Metal 2:
Cells faint in the background.
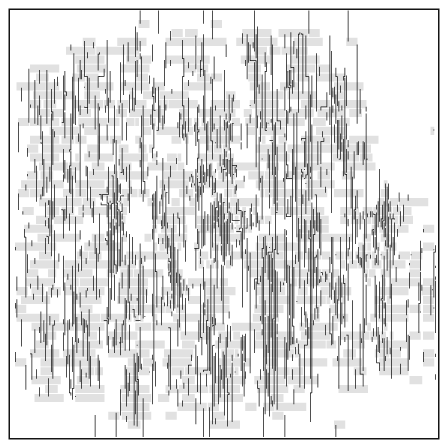
Where the registers sit:
Other sequential cells in the stronger grey, the rest of the logic in the fainter grey.
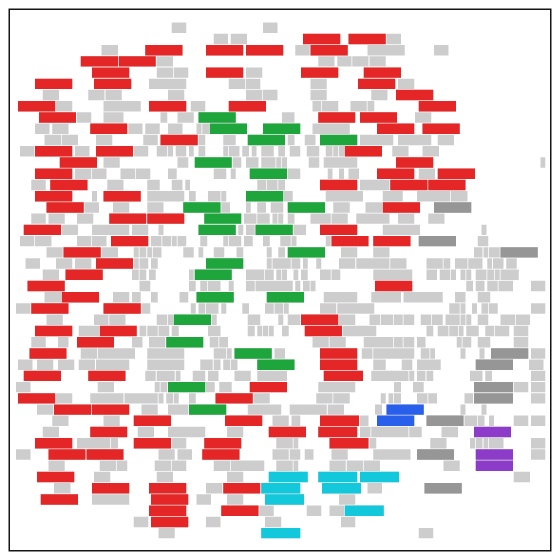
==> config.mk <==
export PLATFORM = sky130hd
export DESIGN_NAME = awg_wave_sched
export DESIGN_NICKNAME = d
export VERILOG_FILES = /design/src/rtl/awg_wave_sched.sv
export SDC_FILE = /design/constraint.sdc
export NUM_CORES = 1
export LEC_CHECK = 0
export CAP_MARGIN = 20
export CORE_UTILIZATION = 41
export DETAILED_ROUTE_END_ITERATION = 6
export SLEW_MARGIN = 5
export SYNTH_ARGS = -nofsm -noshare
export SYNTH_HDL_FRONTEND = slang
export SYNTH_SLANG_ARGS = --single-unit
==> constraint.sdc <==
create_clock -name clk -period 3.2 [get_ports clk]
set_clock_uncertainty 0.15 [all_clocks]
set_input_delay 0.48 -clock clk [delete_from_list [all_inputs] [get_ports clk]]
set_output_delay 0.48 -clock clk [all_outputs]
set_load 0.01 [all_outputs]
==> results.yml <==
# synthesis and place-and-route metrics
outcome:
  status: "finished, final reports clean"
floorplanning:
  die_x_um: 131
  io_pins: 48
  fp-utilization: 0.423
  dieArea_um2: 17100
  core_um2: 16100
drt:
  drt-wirelength-per-cell_um: 17.8
  final_antenna_net_count: 0
  totalWireLength_um: 15000
  drtIter0Drc: 171
setup_path:
  path_depth: 11
  cp-end-kind: "flop"
  crit_slowest_cell: "or4_1"
  critical_path.top_delay_family: "simple AND/OR/NAND/NOR gates"
  r2r_cells: 9
cells_and_area:
  lay_top_count: "dfrtp_1"
  syn2layout_area_growth_pct: 23.2
  nFillCells: 1358
  lay_top_cells: "dfrtp_1, mux2_2, nand2_1"
clocking:
  hold_buffers: 0
  postCtsSetupBuffers: 0
synthesis:
  syn_inst: 539
  fp_nets: 578
  top_cell_area_share: 0.475
  ys_cells: 539
  ys_seq_share: 0.529
placed_design:
  io_buffers: 46
  dp_hpwl_um: 10100
sta:
  fin_crit_sh: 0.972
  setup_viol: 0
  hold_violations: 0
power_and_ir_drop:
  power.total_mw: 7.78
  p_leak_nw: 3.49
min_path:
  holdCritPathClass: "primary input to asynchronous set/reset pin"
global_routing:
  grt_use_total: 0.198
## Picture notes: 'metal 2'
The wires run mostly vertical. The longest straight run is 58.1 um. The layer carries 7,250 um of wire. The layer holds 48% of the routed length.
M2 GR Usage: 0.317
vias after detailed routing: 4,443

## Picture notes: 'where the registers sit'
Key: step_idx = blue [sequential cells 2]; wave_en = purple [sequential cells 3]; r_dwell_tab = red [sequential cells 96, where all over the die]; r_dwell_cnt = green [sequential cells 24]; r_mode_tab = cyan [sequential cells 8, where south]
Another 10 sequential cells are not coloured.
flop share of the area: 0.429
Sequential Power: 3.32 mW
Reg area: 3600 um2

## synthesized netlist by cell type (all sizes together), types with 6 or more instances
library cell	number
a31oi	7
dfrtp	129
inv	8
o21ai	24
nor2	24
nor3	12
nor4	12
mux2i	24
a21oi	10
dfstp	14
nand2	48
clkbuf	13
nor2b	6
xnor2	15
mux2	108
mux4	14
buf	14
and2	6
xor2	8
## power breakdown
group	internal [mW]	leakage [nW]	switching (mW)	total [mW]
clock network	1.23	0.308	0.741	1.97
registers	2.76	1.72	0.568	3.32
logic	1.42	1.47	1.06	2.48
## per-stage QoR
step	TNS [ns]	hold WS, ns
after floorplan	0	0.0344
after detailed placement	-0.612	0.329
after global routing	0	0.102
final	0	0.0231
after global placement	-0.386	0.321
after CTS	0	0.0571
## metal layers
metal	vias up	part of all wire	track usage
li1	2088	-	-
met1	2255	0.47	0.261
met2	79	0.48	0.317
met3	21	0.031	0.0448
met4	0	0.015	0.0757
met5	-	0	0
## cell families after synthesis
group,after synthesis,share of synthesized area
XOR/XNOR,23,0.0307
buffers and inverters,35,0.0226
AND-OR/OR-AND,61,0.0617
flip-flops,143,0.529
adder cells (fa/ha/maj),2,0.00368
multiplexers,146,0.261
other,1,0.000552
AND/OR/NAND/NOR,128,0.0911
## layout make-up
cell class / instances / area, um2 / area share
Multi-Input combinational cell: 361 / 3070 / 0.367
Tap cell: 216 / 270 / 0.0323
Sequential cell: 143 / 3600 / 0.429
Clock buffer: 26 / 573 / 0.0684
Inverter: 8 / 30.0 / 0.00359
Clock inverter: 6 / 38.8 / 0.00463
Timing Repair Buffer: 83 / 793 / 0.0947
## worst reg2reg max path: stages (launching register included)
cell and delay, ns:
dfrtp_1 0.44, xor2_2 0.23, o21bai_1 0.33, a2bb2oi_4 0.19, buf_12 0.16, mux4_2 0.52
or4_1 0.58, nor2_2 0.15, nand4_1 0.09, o21ai_1 0.13
Power is estimated from default activity; no workload was simulated.
